File: src/rtl/reg_writeback.sv
`default_nettype none
// ============================================================================
// Module      : reg_writeback
// Description : Write-side front end for a small register file. Accepts
//               writeback requests from the ALU and load paths over
//               valid/ready handshakes. Requests are buffered in an in-order
//               queue, and one request per cycle is drained onto the register
//               file's single registered write port. A per-register pending
//               mask is exported so that decode can stall dependent reads.
// Ports       : clk, rst              - clock, async active-high reset
//               alu_valid/ready/addr/data - ALU writeback request
//               mem_valid/ready/addr/data - load writeback request (priority)
//               wr_hold               - freezes the queue head while high
//               wr_en/wr_addr/wr_data - registered register-file write port
//               busy                  - per-register write-pending mask
//               count                 - number of queued entries
// Revision    : 1.0 - initial release
// ============================================================================
module reg_writeback #(
  parameter int DATA_W = 4,
  parameter int ADDR_W = 2,
  parameter int DEPTH  = 2
) (
  input  logic                      clk,
  input  logic                      rst,
  input  logic                      alu_valid,
  output logic                      alu_ready,
  input  logic [ADDR_W-1:0]         alu_addr,
  input  logic [DATA_W-1:0]         alu_data,
  input  logic                      mem_valid,
  output logic                      mem_ready,
  input  logic [ADDR_W-1:0]         mem_addr,
  input  logic [DATA_W-1:0]         mem_data,
  input  logic                      wr_hold,
  output logic                      wr_en,
  output logic [ADDR_W-1:0]         wr_addr,
  output logic [DATA_W-1:0]         wr_data,
  output logic [(1<<ADDR_W)-1:0]    busy,
  output logic [$clog2(DEPTH):0]    count
);

  localparam int PTR_W = $clog2(DEPTH);
  localparam int CNT_W = PTR_W + 1;
  localparam int NREG  = 1 << ADDR_W;

  localparam logic [CNT_W-1:0] C_FULL    = CNT_W'(DEPTH);
  localparam logic [CNT_W-1:0] C_CNT_ONE = CNT_W'(1);
  localparam logic [PTR_W-1:0] C_PTR_ONE = PTR_W'(1);

  // Queue storage and bookkeeping
  logic [ADDR_W-1:0] addr_mem_q [DEPTH];
  logic [DATA_W-1:0] data_mem_q [DEPTH];
  logic [PTR_W-1:0]  wptr_q;
  logic [PTR_W-1:0]  rptr_q;
  logic [CNT_W-1:0]  count_q;
  logic [CNT_W-1:0]  count_d;

  // Registered write port
  logic              wr_en_q,   wr_en_d;
  logic [ADDR_W-1:0] wr_addr_q, wr_addr_d;
  logic [DATA_W-1:0] wr_data_q, wr_data_d;

  // Handshake and queue control
  logic              full;
  logic              push_mem;
  logic              push_alu;
  logic              push;
  logic              pop;
  logic [ADDR_W-1:0] push_addr;
  logic [DATA_W-1:0] push_data;
  logic [DEPTH-1:0]  slot_valid;
  logic [NREG-1:0]   busy_vec;

  // Readiness looks only at the registered count: a pop in the same cycle
  // does not open a slot, which keeps ready free of any path from wr_hold.
  assign full      = (count_q == C_FULL);
  assign mem_ready = !full;
  assign alu_ready = !full && !mem_valid;

  assign push_mem  = mem_valid && !full;
  assign push_alu  = alu_valid && alu_ready;
  assign push      = push_mem || push_alu;
  assign push_addr = push_mem ? mem_addr : alu_addr;
  assign push_data = push_mem ? mem_data : alu_data;

  assign pop       = (count_q != '0) && !wr_hold;

  always_comb begin
    count_d = count_q;
    if (push && !pop) begin
      count_d = count_q + C_CNT_ONE;
    end else if (!push && pop) begin
      count_d = count_q - C_CNT_ONE;
    end
  end

  // When nothing drains, the address/data outputs keep their last values.
  always_comb begin
    wr_en_d   = pop;
    wr_addr_d = wr_addr_q;
    wr_data_d = wr_data_q;
    if (pop) begin
      wr_addr_d = addr_mem_q[rptr_q];
      wr_data_d = data_mem_q[rptr_q];
    end
  end

  always_ff @(posedge clk or posedge rst) begin
    if (rst) begin
      for (int i = 0; i < DEPTH; i++) begin
        addr_mem_q[i] <= '0;
        data_mem_q[i] <= '0;
      end
      wptr_q    <= '0;
      rptr_q    <= '0;
      count_q   <= '0;
      wr_en_q   <= 1'b0;
      wr_addr_q <= '0;
      wr_data_q <= '0;
    end else begin
      if (push) begin
        addr_mem_q[wptr_q] <= push_addr;
        data_mem_q[wptr_q] <= push_data;
        wptr_q             <= wptr_q + C_PTR_ONE;
      end
      if (pop) begin
        rptr_q <= rptr_q + C_PTR_ONE;
      end
      count_q   <= count_d;
      wr_en_q   <= wr_en_d;
      wr_addr_q <= wr_addr_d;
      wr_data_q <= wr_data_d;
    end
  end

  // A slot holds a live entry when its distance from the read pointer
  // (modulo DEPTH) is below the occupancy count.
  for (genvar gi = 0; gi < DEPTH; gi++) begin : g_slot
    logic [PTR_W-1:0] slot_off;
    assign slot_off       = PTR_W'(gi) - rptr_q;
    assign slot_valid[gi] = (CNT_W'(slot_off) < count_q);
  end

  // Duplicates simply OR together, so a bit stays set until the last write
  // to that register has left the write port.
  always_comb begin
    busy_vec = '0;
    for (int i = 0; i < DEPTH; i++) begin
      if (slot_valid[i]) begin
        busy_vec[addr_mem_q[i]] = 1'b1;
      end
    end
    if (wr_en_q) begin
      busy_vec[wr_addr_q] = 1'b1;
    end
  end

  assign busy    = busy_vec;
  assign count   = count_q;
  assign wr_en   = wr_en_q;
  assign wr_addr = wr_addr_q;
  assign wr_data = wr_data_q;

endmodule
`default_nettype wire

File: config.mk
export PLATFORM = sky130hd
export DESIGN_NAME = reg_writeback
export DESIGN_NICKNAME = d
export VERILOG_FILES = /design/src/rtl/reg_writeback.sv
export SDC_FILE = /design/constraint.sdc
export NUM_CORES = 1
export LEC_CHECK = 0
export CORE_AREA = 2 2 53 55
export CTS_BUF_LIST = sky130_fd_sc_hd__clkbuf_4
export DETAILED_ROUTE_END_ITERATION = 6
export DIE_AREA = 0 0 55 57
export PLACE_DENSITY = 0.78
export SYNTH_ARGS = -nofsm -noshare
export SYNTH_HDL_FRONTEND = slang
export SYNTH_SLANG_ARGS = --single-unit
File: constraint.sdc
create_clock -name clk -period 4.1 [get_ports clk]
set_input_delay 0.41 -clock clk [delete_from_list [all_inputs] [get_ports clk]]
set_output_delay 0.41 -clock clk [all_outputs]
set_load 0.02 [all_outputs]
run_1/met1.png
Scale bar: 20 µm. Supply wires on this layer in gray.
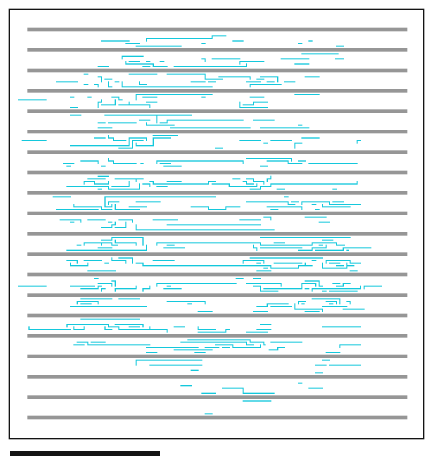
wire length on this layer: 991 µm
share of all routed wire: 44%
longest straight run: 18.4 µm
nets with wire on the layer: 134
main direction: horizontal
met1 global-route usage: 23.1%
total vias in the final route: 946

run_1/met2.png
Cells faint in the background.
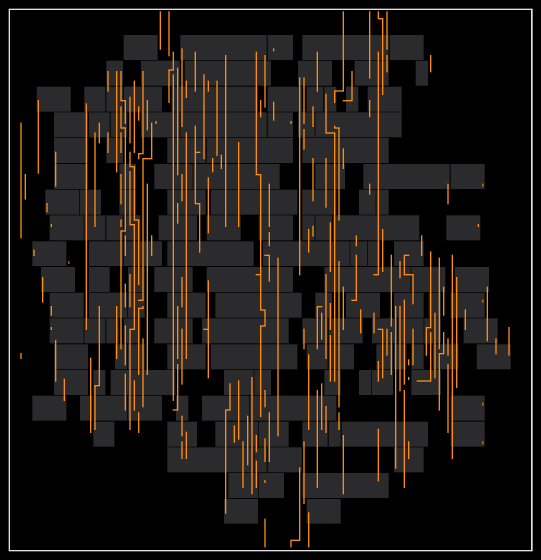
wire length on this layer: 1110 µm
nets with wire on the layer: 126
longest straight run: 34.3 µm
share of all routed wire: 49%
main direction: vertical
Routed WL: 2260 µm
met2 Use GR: 27.2%

==> report_table.html, run 1 <==
<h3>Run summary</h3>
<table>
<tr><th>Metric</th><th>Value</th></tr>
<tr><th colspan="2">Timing</th></tr>
<tr><td>Period Utilization, post-route</td><td>60.6%</td></tr>
<tr><td>Summed negative setup slack over all endpoints</td><td>0 ns</td></tr>
<tr><td>Final Hold Violation Tally</td><td>0</td></tr>
<tr><td>Setup Skew</td><td>0.00240 ns</td></tr>
<tr><td>Setup Viol. Count Final</td><td>0</td></tr>
<tr><td>Final Max Tran Viols</td><td>0</td></tr>
<tr><td>Crit path time final</td><td>2.48 ns</td></tr>
<tr><td>Setup repair after global routing missed its margin</td><td>false</td></tr>
<tr><td>Rel. slew slack</td><td>37.3%</td></tr>
<tr><th colspan="2">Worst setup path</th></tr>
<tr><td>Slowest cell on the critical path</td><td>sky130_fd_sc_hd__dfrtp_1</td></tr>
<tr><td>Setup crit start kind</td><td>register</td></tr>
<tr><td>Crit path DRT</td><td>3.69 ns</td></tr>
<tr><td>Largest incremental delay on the critical path</td><td>0.62 ns</td></tr>
<tr><td>Critical path capture point type</td><td>output port</td></tr>
<tr><td>Cell chain of the critical path</td><td>nor2b_1 -&gt; o21ai_0 -&gt; o221ai_1 -&gt; clkdlybuf4s50_1</td></tr>
<tr><td>CP Max Fanout</td><td>9</td></tr>
<tr><td>Critical setup path kind</td><td>register to output port</td></tr>
<tr><th colspan="2">Die</th></tr>
<tr><td>I/O pin total</td><td>32</td></tr>
<tr><td>Die span in x</td><td>55 µm</td></tr>
<tr><td>Floorplan core area</td><td>0.00262 mm²</td></tr>
<tr><td>Overall die height</td><td>57 µm</td></tr>
<tr><td>Total die size</td><td>0.00314 mm²</td></tr>
<tr><td>Initial core utilization</td><td>46.6%</td></tr>
<tr><td>Row cnt</td><td>19</td></tr>
<tr><th colspan="2">Power</th></tr>
<tr><td>P_sw</td><td>529 µW</td></tr>
<tr><td>Relative contribution of the clock network to total power</td><td>8.0%</td></tr>
<tr><td>Power Dens Cells</td><td>810 mW/mm²</td></tr>
<tr><td>Gate power share</td><td>55.1%</td></tr>
<tr><td>Switching power as a share of total power</td><td>41.6%</td></tr>
<tr><td>Worst-case vdd ir drop</td><td>0.000468 V</td></tr>
<tr><td>Cell-internal power</td><td>744 µW</td></tr>
<tr><td>Share of power burned in registers</td><td>36.8%</td></tr>
<tr><td>Static power due to leakage</td><td>0.631 nW</td></tr>
<tr><th colspan="2">Global routing</th></tr>
<tr><td>Number of global-route vias before repair</td><td>882</td></tr>
<tr><td>Pin count of the biggest net entering global routing</td><td>24</td></tr>
<tr><td>Initial antenna violation count</td><td>0</td></tr>
<tr><td>Combined global-route utilization of all metal layers</td><td>17.1%</td></tr>
<tr><td>Total gr overflow</td><td>0</td></tr>
<tr><td>Wire length of the first global-routing pass</td><td>3950 µm</td></tr>
<tr><th colspan="2">Layout</th></tr>
<tr><td># diodes</td><td>0</td></tr>
<tr><td>Top logic cells by instance count in the layout</td><td>sky130_fd_sc_hd__clkdlybuf4s50_1, sky130_fd_sc_hd__dfrtp_1, sky130_fd_sc_hd__nand3_1, sky130_fd_sc_hd__o221a_1</td></tr>
<tr><td>Layout-stage area growth over the synthesis result</td><td>29.2%</td></tr>
<tr><td>Fill cells</td><td>237</td></tr>
<tr><td>Core utilization of the finished layout</td><td>60.1%</td></tr>
<tr><td>Top cell excl fill/tap</td><td>sky130_fd_sc_hd__clkdlybuf4s50_1</td></tr>
<tr><td>Layout cells sized above 1</td><td>9.03%</td></tr>
<tr><td>Sequential standard cell area</td><td>576 µm²</td></tr>
<tr><td>Logic area</td><td>606 µm²</td></tr>
<tr><th colspan="2">Run status</th></tr>
<tr><td>Status</td><td>complete, no violations</td></tr>
<tr><th colspan="2">Clock network</th></tr>
<tr><td>Depth of the CTS H-tree</td><td>1</td></tr>
<tr><td>Sinks on Clock Net</td><td>23</td></tr>
<tr><td>Insertion delay at the late pin of the worst-skew pair</td><td>0.32 ns</td></tr>
<tr><td>Clock tree root buffer cell</td><td>sky130_fd_sc_hd__clkbuf_4</td></tr>
<tr><th colspan="2">Routing</th></tr>
<tr><td>Number of iterations in the first detailed-routing pass</td><td>4</td></tr>
<tr><td>Iteration-0 DRC Markers</td><td>25</td></tr>
<tr><td>DRC violation count after routing</td><td>0</td></tr>
<tr><th colspan="2">Synthesis</th></tr>
<tr><td>Syn Area/Cell</td><td>10.9 µm²</td></tr>
<tr><td>Yosys warnings</td><td>0</td></tr>
<tr><td>Mapped Area</td><td>0.00122 mm²</td></tr>
<tr><td>Post-synthesis net count</td><td>130</td></tr>
<tr><td>Yosys synthesis chip area</td><td>0.00122 mm²</td></tr>
<tr><td>Unique cell type count in the Yosys netlist</td><td>28</td></tr>
<tr><td>Yosys cell count</td><td>112</td></tr>
<tr><td>Post-Synthesis Cells</td><td>112</td></tr>
<tr><th colspan="2">Run</th></tr>
<tr><td>Maxcap violations</td><td>0</td></tr>
<tr><td>Total number of warnings across the stage logs</td><td>26</td></tr>
<tr><th colspan="2">Placed design</th></tr>
<tr><td>Routability cong.</td><td>0.790</td></tr>
<tr><th colspan="2">Worst hold path</th></tr>
<tr><td>Classification of the worst-slack hold path</td><td>register to register</td></tr>
</table>
run_1/met3.png
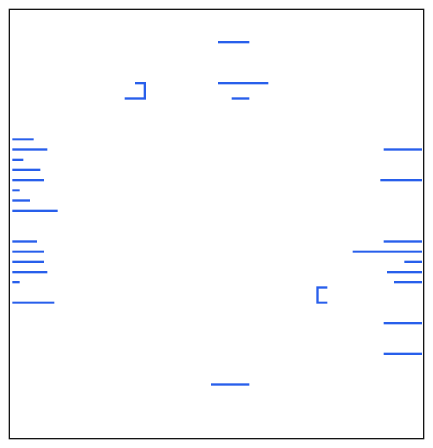
wire length on this layer: 116 µm
nets with wire on the layer: 27
main direction: horizontal
share of all routed wire: 5.1%
GRT met3 Usage: 1.83%

[run 1: flip-flops by register name, summed over array words and instances (netlist names)]
| signal | count |
|---|---|
| wr_en | 1 |
| wr_addr | 2 |
| addr_mem_q | 4 |
| rptr_q | 1 |
| data_mem_q | 8 |
| count | 2 |
| wr_data | 4 |
| wptr_q | 1 |
[run 1: power groups by stage]
stage	registers [mW]	clock network, mW	logic [mW]
2_1_floorplan	0.484	0	0.442
3_3_place_gp	0.468	0	0.686
3_5_place_dp	0.476	0	0.708
4_1_cts	0.471	0.106	0.709
5_1_grt	0.492	0.116	0.770
6_report	0.469	0.102	0.702
[run 1: cell usage after synthesis (all sizes together)]
library cell	instances	area share, %
dfrtp	23	47
nand3	15	6.6
o221a	12	11
nor2b	9	5.2
nand2	8	2.5
o21ai	7	2.9
mux2i	6	4.9
nor2	5	1.5
inv	4	1.2
buf	3	1.7
nand3b	3	2.2
o221ai	3	2.2
xor2	3	2.2
o21bai	2	1.2
xnor2	2	1.4
a21o	1	0.62
ha	1	1.0
nand2b	1	0.51
nor3	1	0.82
nor3b	1	1.5
o211ai	1	0.62
or3b	1	0.72
[run 1: final timing paths]
path	from	to	slack [ns]	cells after the start
setup / recovery	rptr_q	busy[2]	1.62	4
hold / removal	wr_data[1]	wr_data[1]	0.49	2
setup reg to reg	count[0]	count[1]	2.04	4
hold reg to reg	wr_data[1]	wr_data[1]	0.49	2
max in group asynchronous	rst	wr_addr[1]	3.07	2
min in group asynchronous	rst	wr_data[0]	0.53	2
[run 1: kinds of logic (layout without fill, tap and decap cells)]
family | count (synthesis) | count (layout) | share of synthesized area, %
AND-OR/OR-AND | 26 | 26 | 18.6
adder cells (fa/ha/maj) | 1 | 1 | 1.03
flip-flops | 23 | 23 | 47.3
XOR/XNOR | 5 | 5 | 3.60
AND/OR/NAND/NOR | 44 | 44 | 21.6
multiplexers | 6 | 6 | 4.93
buffers and inverters | 7 | 39 | 2.98
[run 1: worst max-delay path, delay by kind of cell, from the launching register on]
kind	cells	cell delay, ns
simple gates	1	0.11
flops	1	0.62
compound gates	2	0.46
buf+inv	1	0.56
[run 1: routing by layer]
metal / global-route usage (%) / vias up / share of wire [%]
met2: 27.2 / 32 / 49
met3: 1.83 / 3 / 5.1
met1: 23.1 / 425 / 44
li1: - / 486 / -
met5: 0 / - / 0
met4: 8.01 / 0 / 2.0
[run 1: cell type report]
type | count | share of cell area, %
Clock buffer | 3 | 1.43
Clock inverter | 1 | 0.318
Inverter | 4 | 0.955
Multi-Input combinational cell | 82 | 38.5
Sequential cell | 23 | 36.6
Tap cell | 31 | 2.47
Timing Repair Buffer | 31 | 19.7
[run 1: stage by stage]
stage / hold WS [ns] / power [mW] / worst slack, ns / area (µm²) / cells
floorplan: 0.412 / 0.926 / 2.40 / 1220 / 112
global placement: 0.464 / 1.15 / 2.03 / 1550 / 171
detailed placement: 0.473 / 1.18 / 1.95 / 1550 / 171
CTS: 0.500 / 1.29 / 1.61 / 1570 / 175
global route: 0.521 / 1.38 / 1.45 / 1570 / 175
finish: 0.489 / 1.27 / 1.62 / 1570 / 175
==> run 2: changes to the inputs <==
==> config.mk (replaced) <==
export PLATFORM = sky130hd
export DESIGN_NAME = reg_writeback
export DESIGN_NICKNAME = d
export VERILOG_FILES = /design/src/rtl/reg_writeback.sv
export SDC_FILE = /design/constraint.sdc
export NUM_CORES = 1
export LEC_CHECK = 0
export CORE_AREA = 2 2 56 58
export CTS_BUF_LIST = sky130_fd_sc_hd__clkbuf_4
export DETAILED_ROUTE_END_ITERATION = 6
export DIE_AREA = 0 0 58 60
export PLACE_DENSITY = 0.73
export SYNTH_ARGS = -nofsm -noshare
export SYNTH_HDL_FRONTEND = slang
export SYNTH_SLANG_ARGS = --single-unit
==> constraint.sdc (replaced) <==
create_clock -name clk -period 2 [get_ports clk]
set_input_delay 0.2 -clock clk [delete_from_list [all_inputs] [get_ports clk]]
set_output_delay 0.2 -clock clk [all_outputs]
set_load 0.02 [all_outputs]
run_2/wire_density.png
The die is cut into 12 by 12 equal tiles; dark blue is low, red is high, scaled to the fullest tile. Values are wire area over tile area, all layers added.
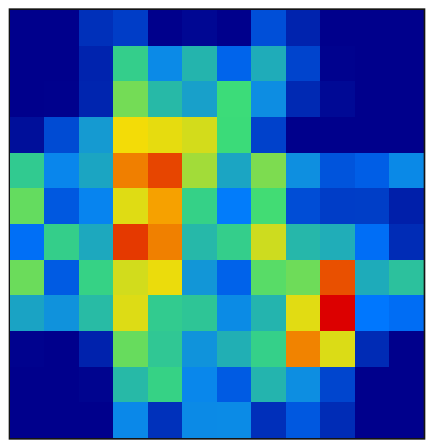
fullest tile: 0.38
nearly empty tiles: 24%
mean over tiles: 0.11
tiles over half the peak: 19%
emptiest ninth of the die: upper right
densest ninth of the die: center
total vias in the final route: 987
Routed WL: 2470 µm
combined global-route utilization of all metal layers: 16.1%
average wire per standard cell: 13.6 µm

run_2/final_congestion.png
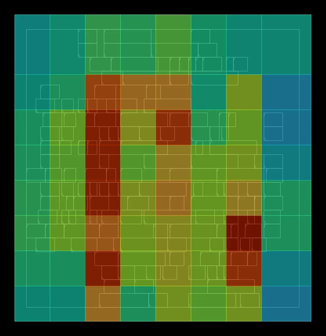
GRT met3 Usage: 2.38%
met1 global-route usage: 19.0%

run_2/met1.png
Scale bar: 20 µm. Supply wires on this layer in gray.
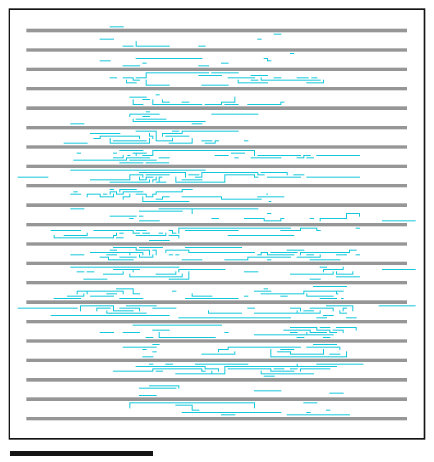
wire length on this layer: 1170 µm
main direction: horizontal

==> run 2 against run 1 <==
  * First-iteration DRC count fell by 48%
  * Die area rose by 11%
  * Utilization fell by 4.7 points
  * Register-to-register slack got worse by 1.6 ns
  * Area after synthesis did not move
  * Power rose by 110%
  * Via count rose by 4.3%
  * Global-route usage fell by 1.0 points
  * Sequential power rose by 98%
  * Non-clock buffer count rose by 5
  * Combinational power rose by 110%
  * Worst hold slack got worse by 0.27 ns
  * Critical endpoint is now alu_ready
  * Largest cell class unchanged
  * Highest routed layer unchanged
==> report_table.html, run 2 <==
<h3>Run summary</h3>
<table>
<tr><th>Metric</th><th>Value</th></tr>
<tr><th colspan="2">Die</th></tr>
<tr><td>Overall die height</td><td>60 µm</td></tr>
<tr><td>Row cnt</td><td>20</td></tr>
<tr><td>I/O pin total</td><td>32</td></tr>
<tr><td>Total die size</td><td>0.00348 mm²</td></tr>
<tr><td>Die span in x</td><td>58 µm</td></tr>
<tr><td>Initial core utilization</td><td>41.9%</td></tr>
<tr><td>Floorplan core area</td><td>0.00290 mm²</td></tr>
<tr><th colspan="2">Timing</th></tr>
<tr><td>Period Utilization, post-route</td><td>93.5%</td></tr>
<tr><td>Setup Viol. Count Final</td><td>0</td></tr>
<tr><td>Setup repair after global routing missed its margin</td><td>false</td></tr>
<tr><td>Crit path time final</td><td>1.87 ns</td></tr>
<tr><td>Summed negative setup slack over all endpoints</td><td>0 ns</td></tr>
<tr><td>Rel. slew slack</td><td>72.7%</td></tr>
<tr><td>Final Max Tran Viols</td><td>0</td></tr>
<tr><td>Final Hold Violation Tally</td><td>0</td></tr>
<tr><td>Setup Skew</td><td>0.00438 ns</td></tr>
<tr><th colspan="2">Layout</th></tr>
<tr><td>Logic area</td><td>606 µm²</td></tr>
<tr><td>Layout cells sized above 1</td><td>12.8%</td></tr>
<tr><td>Most flop-heavy register</td><td>data_mem_q</td></tr>
<tr><td># diodes</td><td>0</td></tr>
<tr><td>Fill cells</td><td>260</td></tr>
<tr><td>Sequential standard cell area</td><td>577 µm²</td></tr>
<tr><td>Top logic cells by instance count in the layout</td><td>sky130_fd_sc_hd__clkdlybuf4s50_1, sky130_fd_sc_hd__dfrtp_1, sky130_fd_sc_hd__nand3_1, sky130_fd_sc_hd__o221a_1</td></tr>
<tr><td>Layout-stage area growth over the synthesis result</td><td>32.3%</td></tr>
<tr><td>Top cell excl fill/tap</td><td>sky130_fd_sc_hd__clkdlybuf4s50_1</td></tr>
<tr><td>Max FFs per register</td><td>8</td></tr>
<tr><th colspan="2">Synthesis</th></tr>
<tr><td>Adder-cell share of the synthesized area</td><td>1.03%</td></tr>
<tr><td>Mapped Area</td><td>0.00122 mm²</td></tr>
<tr><td>Number of flops mapped to enable cells by yosys</td><td>0</td></tr>
<tr><td>Yosys aoi share</td><td>18.6%</td></tr>
<tr><td>Most frequent cell after synthesis</td><td>sky130_fd_sc_hd__dfrtp_1</td></tr>
<tr><td>Yosys warnings</td><td>0</td></tr>
<tr><td>Library cell occupying the most area in the post-synthesis netlist</td><td>sky130_fd_sc_hd__dfrtp_1</td></tr>
<tr><td>Main combinational cell family by area after synthesis</td><td>simple AND/OR/NAND/NOR gates</td></tr>
<tr><td>Top area cells in the synthesized netlist</td><td>sky130_fd_sc_hd__dfrtp_1, sky130_fd_sc_hd__o221a_1, sky130_fd_sc_hd__nand3_1</td></tr>
<tr><td>Unique cell type count in the Yosys netlist</td><td>28</td></tr>
<tr><td>Most frequent cells after synthesis</td><td>sky130_fd_sc_hd__dfrtp_1, sky130_fd_sc_hd__nand3_1, sky130_fd_sc_hd__o221a_1</td></tr>
<tr><td>Syn Area/Cell</td><td>10.9 µm²</td></tr>
<tr><td>Post-synthesis net count</td><td>130</td></tr>
<tr><td>Share of the synthesized netlist area taken by xor and xnor gates</td><td>3.60%</td></tr>
<tr><td>Yosys synthesis chip area</td><td>0.00122 mm²</td></tr>
<tr><td>Share of flip-flops with an asynchronous set or reset after synthesis</td><td>100%</td></tr>
<tr><td>Top FF cell, synth</td><td>sky130_fd_sc_hd__dfrtp_1</td></tr>
<tr><td>Yosys cell count</td><td>112</td></tr>
<tr><td>Multiplexer fraction of the synthesized cell area</td><td>4.93%</td></tr>
<tr><td>Post-Synthesis Cells</td><td>112</td></tr>
<tr><td>Yosys top cell area share</td><td>47.3%</td></tr>
<tr><th colspan="2">Run</th></tr>
<tr><td>Maxcap violations</td><td>0</td></tr>
<tr><td>Total number of warnings across the stage logs</td><td>26</td></tr>
<tr><th colspan="2">Clock network</th></tr>
<tr><td>Depth of the CTS H-tree</td><td>1</td></tr>
<tr><td>Number of buffers added for setup after CTS</td><td>0</td></tr>
<tr><td>Clock tree root buffer cell</td><td>sky130_fd_sc_hd__clkbuf_4</td></tr>
<tr><td>Insertion delay at the late pin of the worst-skew pair</td><td>0.30 ns</td></tr>
<tr><td>Sinks on Clock Net</td><td>23</td></tr>
<tr><th colspan="2">Worst setup path</th></tr>
<tr><td>Critical setup path kind</td><td>register to output port</td></tr>
<tr><td>Beginning of the critical path</td><td>count[0]</td></tr>
<tr><td>CP Max Fanout</td><td>5</td></tr>
<tr><td>Crit path DRT</td><td>1.80 ns</td></tr>
<tr><td>Largest incremental delay on the critical path</td><td>0.53 ns</td></tr>
<tr><td>Endpoint of the worst-slack reg-to-reg timing path</td><td>count[1]</td></tr>
<tr><td>R2r worst-path depth</td><td>6</td></tr>
<tr><td>Worst reg2reg startpoint</td><td>count[0]</td></tr>
<tr><td>Internal reg-to-reg setup slack</td><td>0.42 ns</td></tr>
<tr><td>Slowest cell on the critical path</td><td>sky130_fd_sc_hd__clkdlybuf4s50_1</td></tr>
<tr><td>Setup crit start kind</td><td>register</td></tr>
<tr><td>Cell chain of the critical path</td><td>buf_4 -&gt; nor2b_4 -&gt; nor2_1 -&gt; clkdlybuf4s50_1</td></tr>
<tr><td>Critical path capture point</td><td>alu_ready</td></tr>
<tr><td>Critical path capture point type</td><td>output port</td></tr>
<tr><th colspan="2">Power</th></tr>
<tr><td>Total power after layout</td><td>2.62 mW</td></tr>
<tr><td>Worst-case vdd ir drop</td><td>0.000969 V</td></tr>
<tr><td>Power Dens Cells</td><td>1630 mW/mm²</td></tr>
<tr><td>Static power due to leakage</td><td>0.664 nW</td></tr>
<tr><th colspan="2">Routing</th></tr>
<tr><td>Iteration-0 DRC Markers</td><td>13</td></tr>
<tr><td>Number of iterations in the first detailed-routing pass</td><td>3</td></tr>
<tr><td>DRC violation count after routing</td><td>0</td></tr>
<tr><td>Post-route antenna net violation count</td><td>0</td></tr>
<tr><th colspan="2">Global routing</th></tr>
<tr><td>Number of global-route vias before repair</td><td>956</td></tr>
<tr><td>Wire length of the first global-routing pass</td><td>4190 µm</td></tr>
<tr><td>Pin count of the biggest net entering global routing</td><td>24</td></tr>
<tr><td>Initial antenna violation count</td><td>0</td></tr>
<tr><td>Total gr overflow</td><td>0</td></tr>
<tr><th colspan="2">Worst hold path</th></tr>
<tr><td>Classification of the worst-slack hold path</td><td>primary input to asynchronous set/reset pin</td></tr>
<tr><th colspan="2">Run status</th></tr>
<tr><td>Status</td><td>complete, no violations</td></tr>
</table>
## run 2: cell counts after synthesis
Identical to the previous run, type by type.
## run 2: where the power goes
group,internal [mW],switching (mW)
sequential,0.701,0.229
combinational,0.730,0.744
clock,0.0912,0.128
## run 2: layout make-up
type	instances	area share (%)
tap	33	2.56
inverter	4	0.932
sequential	23	35.8
clock buffer	4	1.86
timing repair buffer	36	21.2
multi-input combinational	82	37.6
## run 2: critical path: cells and delay by family, from the launching register on
family	cells	cell delay, ns
buffers and inverters	2	0.70
DFF	1	0.41
and+or+nand+nor	2	0.25
## run 2: stage by stage
step	setup slack [ns]	utilization (%)	std cells	hold WS [ns]	instance area, µm²
after floorplan	0.335	-	112	0.202	1220
after global placement	0.224	54.6	178	0.465	1590
after detailed placement	0.168	54.6	178	0.473	1590
after CTS	0.115	55.5	182	0.219	1610
after global routing	0.0564	55.5	182	0.256	1610
final	0.130	55.5	182	0.218	1610
## run 2: worst min path at each step
stage / from / to / slack, ns / cells past startpoint
global placement: wr_data[3] / wr_data[3] / 0.46 / 2
floorplan: rst / addr_mem_q[0] / 0.20 / 1
global route: rst / wr_addr[1] / 0.26 / 3
CTS: rst / wr_data[2] / 0.22 / 3
finish: rst / wr_data[0] / 0.22 / 3
detailed placement: wr_data[3] / wr_data[3] / 0.47 / 2
## run 2: kinds of logic (layout without fill, tap and decap cells)
family	after synthesis	in the layout
compound gates	26	26
simple gates	44	44
mux	6	6
fa+ha+maj	1	1
flops	23	23
xor+xnor	5	5
buf+inv	7	44
## run 2: repair_timing
action / CTS / global route
setup endpoints to repair: 5 / 0
hold buffers: 0 / 0
resized: 6 / 0
## run 2: layer usage
metal	vias to the layer above	global-route usage [%]	wire, µm
met1	468	19.0	1170
met4	0	9.97	34
li1	491	-	-
met2	26	27.6	1170
met5	-	0	0
met3	2	2.38	102
Power is estimated from default activity; no workload was simulated.
